$ cat src/rtl/task_dispatcher_pkg.sv
`default_nettype none
// ============================================================================
// Module      : task_dispatcher_pkg
// Description : Shared opcode, completion-status and dispatcher-state
//               definitions plus the packed task descriptor and its
//               legality check.
// Revision    : 1.0 - initial release
// ============================================================================
package task_dispatcher_pkg;

    // Opcodes shared with the instruction scheduler
    localparam logic [2:0] OP_LOAD    = 3'b000;
    localparam logic [2:0] OP_COMPUTE = 3'b001;
    localparam logic [2:0] OP_STORE   = 3'b010;
    localparam logic [2:0] OP_NOP     = 3'b111;

    // Completion status codes
    localparam logic [1:0] CPL_OK         = 2'b00;
    localparam logic [1:0] CPL_TIMEOUT    = 2'b01;
    localparam logic [1:0] CPL_ILLEGAL_OP = 2'b10;
    localparam logic [1:0] CPL_BAD_LEN    = 2'b11;

    // Dispatcher state encodings
    typedef enum logic [1:0] {
        DSP_IDLE   = 2'd0,
        DSP_ISSUE  = 2'd1,
        DSP_WAIT   = 2'd2,
        DSP_REPORT = 2'd3
    } dsp_state_t;

    // One queued task: id, opcode, src, dst, param1, param2 (163 bits)
    typedef struct packed {
        logic [31:0] task_id;
        logic [2:0]  opcode;
        logic [31:0] src_addr;
        logic [31:0] dst_addr;
        logic [31:0] param1;
        logic [31:0] param2;
    } task_desc_t;

    localparam int DESC_WIDTH = $bits(task_desc_t);

    // Classify a descriptor; a zero length on LOAD/STORE would underflow
    // the scheduler's length-1 counter, so it is rejected up front.
    function automatic logic [1:0] check_desc(input task_desc_t d);
        logic [1:0] status;
        status = CPL_OK;
        case (d.opcode)
            OP_LOAD, OP_STORE: status = (d.param1 == 32'd0) ? CPL_BAD_LEN : CPL_OK;
            OP_COMPUTE, OP_NOP: status = CPL_OK;
            default:           status = CPL_ILLEGAL_OP;
        endcase
        return status;
    endfunction

endpackage
`default_nettype wire

$ cat src/rtl/task_dispatcher_if.sv
`default_nettype none
// ============================================================================
// Module      : task_dispatcher_if
// Description : Descriptor push, scheduler issue and completion buses of the
//               task dispatcher.
// Revision    : 1.0 - initial release
// ============================================================================
interface task_dispatcher_if;
    // Host descriptor push
    logic        s_valid;
    logic        s_ready;
    logic [31:0] s_task_id;
    logic [2:0]  s_opcode;
    logic [31:0] s_src_addr;
    logic [31:0] s_dst_addr;
    logic [31:0] s_param1;
    logic [31:0] s_param2;
    // Scheduler issue
    logic        sched_start;
    logic [31:0] sched_task_id;
    logic [2:0]  sched_opcode;
    logic [31:0] sched_src_addr;
    logic [31:0] sched_dst_addr;
    logic [31:0] sched_param1;
    logic [31:0] sched_param2;
    logic        sched_done;
    // Completion record
    logic        cpl_valid;
    logic        cpl_ready;
    logic [31:0] cpl_task_id;
    logic [1:0]  cpl_status;

    // Dispatcher side
    modport slave (
        input  s_valid, s_task_id, s_opcode, s_src_addr, s_dst_addr, s_param1, s_param2,
        output s_ready,
        output sched_start, sched_task_id, sched_opcode, sched_src_addr, sched_dst_addr,
               sched_param1, sched_param2,
        input  sched_done,
        output cpl_valid, cpl_task_id, cpl_status,
        input  cpl_ready
    );

    // Host / scheduler side
    modport master (
        output s_valid, s_task_id, s_opcode, s_src_addr, s_dst_addr, s_param1, s_param2,
        input  s_ready,
        input  sched_start, sched_task_id, sched_opcode, sched_src_addr, sched_dst_addr,
               sched_param1, sched_param2,
        output sched_done,
        input  cpl_valid, cpl_task_id, cpl_status,
        output cpl_ready
    );
endinterface
`default_nettype wire

$ cat src/rtl/task_desc_fifo.sv
`default_nettype none
// ============================================================================
// Module      : task_desc_fifo
// Description : Synchronous first-word-fall-through FIFO holding packed task
//               descriptors. Pointers wrap modulo DEPTH (power of two).
// Revision    : 1.0 - initial release
// ============================================================================
module task_desc_fifo #(
    parameter int WIDTH = 163,
    parameter int DEPTH = 4
) (
    input  wire logic                       clk,
    input  wire logic                       rst,
    input  wire logic                       i_push,
    input  wire logic [WIDTH-1:0]           i_data,
    input  wire logic                       i_pop,
    output logic      [WIDTH-1:0]           o_data,
    output logic                            o_full,
    output logic                            o_empty,
    output logic      [$clog2(DEPTH):0]     o_level
);
    localparam int c_ptr_w = $clog2(DEPTH);
    localparam logic [c_ptr_w:0] c_full_level = (c_ptr_w + 1)'(DEPTH);

    logic [WIDTH-1:0]   r_mem [DEPTH];
    logic [c_ptr_w-1:0] r_wr_ptr;
    logic [c_ptr_w-1:0] r_rd_ptr;
    logic [c_ptr_w:0]   r_level;
    logic               w_do_push;
    logic               w_do_pop;

    assign o_full    = (r_level == c_full_level);
    assign o_empty   = (r_level == '0);
    assign o_level   = r_level;
    assign o_data    = r_mem[r_rd_ptr];
    assign w_do_push = i_push && !o_full;
    assign w_do_pop  = i_pop && !o_empty;

    // Storage array; contents need no reset since level gates every read
    always_ff @(posedge clk) begin
        if (w_do_push) begin
            r_mem[r_wr_ptr] <= i_data;
        end
    end

    // Pointer and occupancy bookkeeping
    always_ff @(posedge clk) begin
        if (rst) begin
            r_wr_ptr <= '0;
            r_rd_ptr <= '0;
            r_level  <= '0;
        end else begin
            if (w_do_push) begin
                r_wr_ptr <= r_wr_ptr + c_ptr_w'(1);
            end
            if (w_do_pop) begin
                r_rd_ptr <= r_rd_ptr + c_ptr_w'(1);
            end
            if (w_do_push && !w_do_pop) begin
                r_level <= r_level + (c_ptr_w + 1)'(1);
            end else if (!w_do_push && w_do_pop) begin
                r_level <= r_level - (c_ptr_w + 1)'(1);
            end
        end
    end

endmodule
`default_nettype wire

$ cat src/rtl/task_dispatcher.sv
`default_nettype none
// ============================================================================
// Module      : task_dispatcher
// Description : Buffers host task descriptors, rejects illegal ones, issues
//               legal ones to the scheduler one at a time under a timeout
//               watchdog and returns a completion record for every task.
// Revision    : 1.0 - initial release
// ============================================================================
module task_dispatcher
    import task_dispatcher_pkg::*;
#(
    parameter int DEPTH   = 4,
    parameter int TIMEOUT = 1024
) (
    input  wire logic                   clk,
    input  wire logic                   rst,
    task_dispatcher_if.slave            bus,
    output logic                        busy,
    output logic                        halted,
    output logic [$clog2(DEPTH):0]      queue_level
);
    localparam int c_tmr_w = $clog2(TIMEOUT);
    localparam logic [c_tmr_w-1:0] c_tmr_last = c_tmr_w'(TIMEOUT - 1);

    dsp_state_t         r_state;
    task_desc_t         r_desc;
    logic [1:0]         r_status;
    logic [c_tmr_w-1:0] r_timer;
    logic               r_halted;
    logic               r_start;
    logic               r_cpl_valid;
    logic               r_busy;

    task_desc_t         w_push_desc;
    task_desc_t         w_head;
    logic [1:0]         w_head_status;
    logic               w_full;
    logic               w_empty;
    logic               w_push;
    logic               w_pop;

    // A halted dispatcher refuses new work; no pushes are taken during reset
    assign bus.s_ready   = !w_full && !r_halted && !rst;
    assign w_push        = bus.s_valid && bus.s_ready;
    assign w_pop         = (r_state == DSP_IDLE) && !w_empty && !r_halted;
    assign w_head_status = check_desc(w_head);

    assign w_push_desc = '{
        task_id:  bus.s_task_id,
        opcode:   bus.s_opcode,
        src_addr: bus.s_src_addr,
        dst_addr: bus.s_dst_addr,
        param1:   bus.s_param1,
        param2:   bus.s_param2
    };

    task_desc_fifo #(
        .WIDTH (DESC_WIDTH),
        .DEPTH (DEPTH)
    ) u_fifo (
        .clk     (clk),
        .rst     (rst),
        .i_push  (w_push),
        .i_data  (w_push_desc),
        .i_pop   (w_pop),
        .o_data  (w_head),
        .o_full  (w_full),
        .o_empty (w_empty),
        .o_level (queue_level)
    );

    // Descriptor registers only load on a pop, keeping sched_* stable
    assign bus.sched_start    = r_start;
    assign bus.sched_task_id  = r_desc.task_id;
    assign bus.sched_opcode   = r_desc.opcode;
    assign bus.sched_src_addr = r_desc.src_addr;
    assign bus.sched_dst_addr = r_desc.dst_addr;
    assign bus.sched_param1   = r_desc.param1;
    assign bus.sched_param2   = r_desc.param2;
    assign bus.cpl_valid      = r_cpl_valid;
    assign bus.cpl_task_id    = r_desc.task_id;
    assign bus.cpl_status     = r_status;
    assign busy               = r_busy;
    assign halted             = r_halted;

    // Dispatch FSM with registered start/completion/busy outputs
    always_ff @(posedge clk) begin
        if (rst) begin
            r_state     <= DSP_IDLE;
            r_desc      <= '0;
            r_status    <= CPL_OK;
            r_timer     <= '0;
            r_halted    <= 1'b0;
            r_start     <= 1'b0;
            r_cpl_valid <= 1'b0;
            r_busy      <= 1'b0;
        end else begin
            r_start <= 1'b0;
            case (r_state)
                DSP_IDLE: begin
                    if (w_pop) begin
                        r_desc <= w_head;
                        r_busy <= 1'b1;
                        if (w_head_status == CPL_OK) begin
                            r_state <= DSP_ISSUE;
                            r_start <= 1'b1;
                        end else begin
                            r_state     <= DSP_REPORT;
                            r_status    <= w_head_status;
                            r_cpl_valid <= 1'b1;
                        end
                    end
                end
                DSP_ISSUE: begin
                    r_state <= DSP_WAIT;
                    r_timer <= '0;
                end
                DSP_WAIT: begin
                    // Completion takes priority over a coincident timeout
                    if (bus.sched_done) begin
                        r_state     <= DSP_REPORT;
                        r_status    <= CPL_OK;
                        r_cpl_valid <= 1'b1;
                    end else if (r_timer == c_tmr_last) begin
                        r_state     <= DSP_REPORT;
                        r_status    <= CPL_TIMEOUT;
                        r_cpl_valid <= 1'b1;
                        r_halted    <= 1'b1;
                    end else begin
                        r_timer <= r_timer + c_tmr_w'(1);
                    end
                end
                DSP_REPORT: begin
                    if (bus.cpl_ready) begin
                        r_state     <= DSP_IDLE;
                        r_cpl_valid <= 1'b0;
                        r_busy      <= 1'b0;
                    end
                end
                default: begin
                    r_state <= DSP_IDLE;
                end
            endcase
        end
    end

endmodule
`default_nettype wire

$ cat src/flat_wrapper.sv
// flat-port wrapper written by rule: the top's interface ports become plain ports
module task_dispatcher_flat import task_dispatcher_pkg::*;
#(
    parameter int DEPTH   = 4,
    parameter int TIMEOUT = 1024
)
  (clk, rst, busy, halted, queue_level, bus_s_valid, bus_s_task_id, bus_s_opcode, bus_s_src_addr, bus_s_dst_addr, bus_s_param1, bus_s_param2, bus_s_ready, bus_sched_start, bus_sched_task_id, bus_sched_opcode, bus_sched_src_addr, bus_sched_dst_addr, bus_sched_param1, bus_sched_param2, bus_sched_done, bus_cpl_valid, bus_cpl_task_id, bus_cpl_status, bus_cpl_ready);
  task_dispatcher_if bus_i ();
  input  wire logic clk;
  input  wire logic rst;
  output logic busy;
  output logic halted;
  output logic [$clog2(DEPTH):0] queue_level;
  input wire logic [$bits(bus_i.s_valid)-1:0] bus_s_valid;
  input wire logic [$bits(bus_i.s_task_id)-1:0] bus_s_task_id;
  input wire logic [$bits(bus_i.s_opcode)-1:0] bus_s_opcode;
  input wire logic [$bits(bus_i.s_src_addr)-1:0] bus_s_src_addr;
  input wire logic [$bits(bus_i.s_dst_addr)-1:0] bus_s_dst_addr;
  input wire logic [$bits(bus_i.s_param1)-1:0] bus_s_param1;
  input wire logic [$bits(bus_i.s_param2)-1:0] bus_s_param2;
  output wire logic [$bits(bus_i.s_ready)-1:0] bus_s_ready;
  output wire logic [$bits(bus_i.sched_start)-1:0] bus_sched_start;
  output wire logic [$bits(bus_i.sched_task_id)-1:0] bus_sched_task_id;
  output wire logic [$bits(bus_i.sched_opcode)-1:0] bus_sched_opcode;
  output wire logic [$bits(bus_i.sched_src_addr)-1:0] bus_sched_src_addr;
  output wire logic [$bits(bus_i.sched_dst_addr)-1:0] bus_sched_dst_addr;
  output wire logic [$bits(bus_i.sched_param1)-1:0] bus_sched_param1;
  output wire logic [$bits(bus_i.sched_param2)-1:0] bus_sched_param2;
  input wire logic [$bits(bus_i.sched_done)-1:0] bus_sched_done;
  output wire logic [$bits(bus_i.cpl_valid)-1:0] bus_cpl_valid;
  output wire logic [$bits(bus_i.cpl_task_id)-1:0] bus_cpl_task_id;
  output wire logic [$bits(bus_i.cpl_status)-1:0] bus_cpl_status;
  input wire logic [$bits(bus_i.cpl_ready)-1:0] bus_cpl_ready;
  assign bus_i.s_valid = bus_s_valid;
  assign bus_i.s_task_id = bus_s_task_id;
  assign bus_i.s_opcode = bus_s_opcode;
  assign bus_i.s_src_addr = bus_s_src_addr;
  assign bus_i.s_dst_addr = bus_s_dst_addr;
  assign bus_i.s_param1 = bus_s_param1;
  assign bus_i.s_param2 = bus_s_param2;
  assign bus_s_ready = bus_i.s_ready;
  assign bus_sched_start = bus_i.sched_start;
  assign bus_sched_task_id = bus_i.sched_task_id;
  assign bus_sched_opcode = bus_i.sched_opcode;
  assign bus_sched_src_addr = bus_i.sched_src_addr;
  assign bus_sched_dst_addr = bus_i.sched_dst_addr;
  assign bus_sched_param1 = bus_i.sched_param1;
  assign bus_sched_param2 = bus_i.sched_param2;
  assign bus_i.sched_done = bus_sched_done;
  assign bus_cpl_valid = bus_i.cpl_valid;
  assign bus_cpl_task_id = bus_i.cpl_task_id;
  assign bus_cpl_status = bus_i.cpl_status;
  assign bus_i.cpl_ready = bus_cpl_ready;
  task_dispatcher #(.DEPTH(DEPTH), .TIMEOUT(TIMEOUT)) u_core (.clk(clk), .rst(rst), .bus(bus_i), .busy(busy), .halted(halted), .queue_level(queue_level));
endmodule
$ cat config.mk
export PLATFORM = sky130hd
export DESIGN_NAME = task_dispatcher_flat
export DESIGN_NICKNAME = d
export VERILOG_FILES = /design/src/rtl/task_dispatcher_pkg.sv /design/src/rtl/task_dispatcher_if.sv /design/src/rtl/task_desc_fifo.sv /design/src/rtl/task_dispatcher.sv /design/src/flat_wrapper.sv
export SDC_FILE = /design/constraint.sdc
export NUM_CORES = 1
export LEC_CHECK = 0
export ABC_AREA = 1
export CORE_AREA = 2 2 242 268
export CTS_CLUSTER_DIAMETER = 80
export DETAILED_ROUTE_END_ITERATION = 10
export DIE_AREA = 0 0 244 270
export PLACE_DENSITY = 0.83
export REMOVE_ABC_BUFFERS = 1
export SLEW_MARGIN = 20
export SYNTH_ARGS = -nofsm -noshare
export SYNTH_HDL_FRONTEND = slang
export SYNTH_HIERARCHICAL = 1
export SYNTH_SLANG_ARGS = --single-unit
$ cat constraint.sdc
create_clock -name clk -period 9.45 [get_ports clk]
set_clock_uncertainty 0.05 [all_clocks]
set_input_delay 1.89 -clock clk [delete_from_list [all_inputs] [get_ports clk]]
set_output_delay 1.89 -clock clk [all_outputs]
set_load 0.005 [all_outputs]
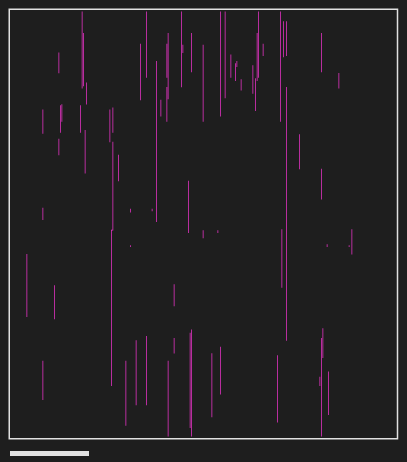
Fig. 1. M4 wires.
The bar under the picture is 50 um long.
- share of all routed wire: 3.0%
- main direction: vertical
- nets with wire on the layer: 48
- wire length on this layer: 2,170 um

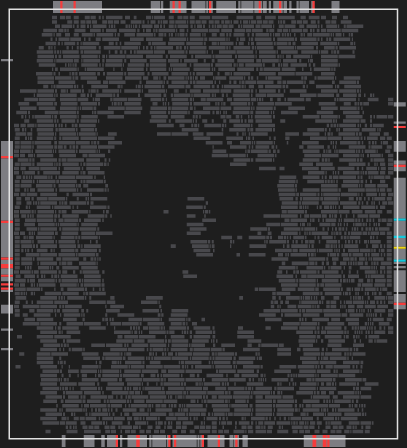
Fig. 2. Pin placement.
Pins as bars across the die edge, other pins in grey.
- red: bus_s_src_addr (pins 32; direction input; edge 13 bottom, 8 top, 8 left, 3 right)
- yellow: bus_sched_start (pins 1; direction output; edge right)
- cyan: bus_sched_opcode (pins 3; direction output; edge right)
- all pins by edge: 116 top, 110 bottom, 75 left, 72 right

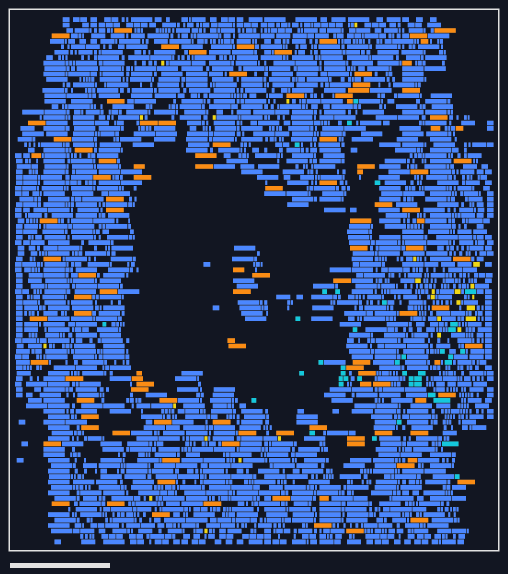
Fig. 3. Cells by drive strength.
The bar under the picture is 50 um long.
- cyan: x3 and x4 (cells 41; share 1.4%; most used buf_4)
- yellow: x2 (cells 26; share 0.89%; most used clkinv_2)
- orange: x6 and larger (cells 112; share 3.9%; most used clkbuf_16)
- blue: x1 and smaller (cells 2,729; share 94%; most used edfxtp_1)

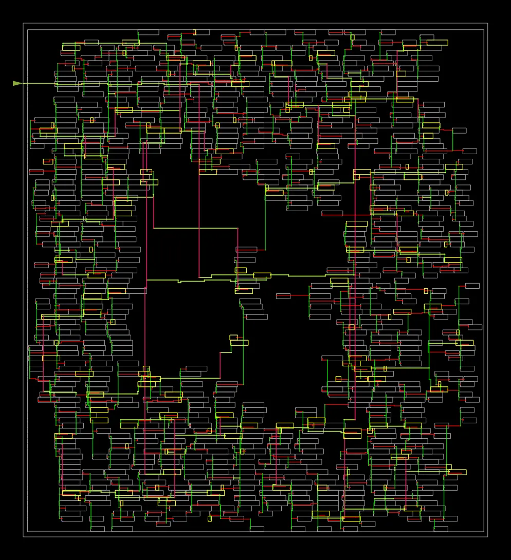
Fig. 4. Clock routing.
CTS sink count: 842
seq_cells: 842
clk pwr: 3.27 mW
clock buffers: 109

==> flow_summary.json <==
{
  "fin_util": 0.604,
  "drt_iter0_drc": 1847,
  "clkCellAreaFrac": 0.0725,
  "yosysChipArea_um2": 31400,
  "cts_buffer_depth": 3,
  "period_used_share": 0.525,
  "finalSetupTns_ns": 0,
  "signal_buffer_area_fraction": 0.103,
  "top_level_ports": 373,
  "grt_overflow": 0,
  "comb.multi_input.count": 1475,
  "status": "complete, no violations",
  "grtUsageMet1": 0.273,
  "clock_tree.root_cell": "clkbuf_16",
  "power.total_mw": 11.1,
  "cp-end-kind": "output pin",
  "wl_um": 72500,
  "synthArstFlopShare": 0,
  "ys_ff": 842,
  "openroad.warnings": 38,
  "simple_gate_share": 0.0962,
  "synth_warnings": 6,
  "ant_nets": 0,
  "design_area_um2": 38200,
  "buffers": 397,
  "fp_util": 0.496,
  "rsz0062_at_grt": "false",
  "intPower_mw": 7.60,
  "netlist.top_cell.by_area": "edfxtp_1",
  "ys.flop_type": "edfxtp_1",
  "largest_reg_flops": 652,
  "powerDensity_nw_per_um2": 291,
  "worstSetupPathDepth": 3,
  "synth-edff-count": 652,
  "vias_per_cell": 5.52,
  "layout.nets": 3018,
  "dominant_cells": "sequential cells",
  "row_count": 97,
  "maxSlewViolCount": 0,
  "finalHoldViolCount": 0,
  "core_area_um2": 63200,
  "routedWlPerCell_um": 19.3,
  "logic_area_um2": 6870,
  "synthToLayoutAreaGrowth_pct": 21.8,
  "dr.max_layer_used": "met5",
  "fill_cells": 4676,
  "vias": 20800,
  "min_to": "u_core/bus.sched_dst_addr[31]$_SDFFE_PP0P_",
  "synthAoiAreaFrac": 0.116,
  "reg2reg_to": "u_core/bus.cpl_status[1]$_SDFFE_PP0P_",
  "postCtsSetupBuffers": 0,
  "syn_area_um2": 31400,
  "setup_violations": 0,
  "path_buffers": 2,
  "synth.avg_cell_area_um2": 12.3,
  "ys_cells": 2550,
  "numCtsBuffers": 83,
  "die_w_um": 244,
  "grt_util_met2": 0.365,
  "endpoint": "bus_s_ready",
  "grt_busiest_layer": "met2",
  "dr.pass1.iters": 5,
  "diodes": 10,
  "lay_top_count": "edfxtp_1",
  "start_kind": "input pin",
  "sh_seq_area": 0.612,
  "adder_share": 0.00503
}
Power is estimated from default activity; no workload was simulated.
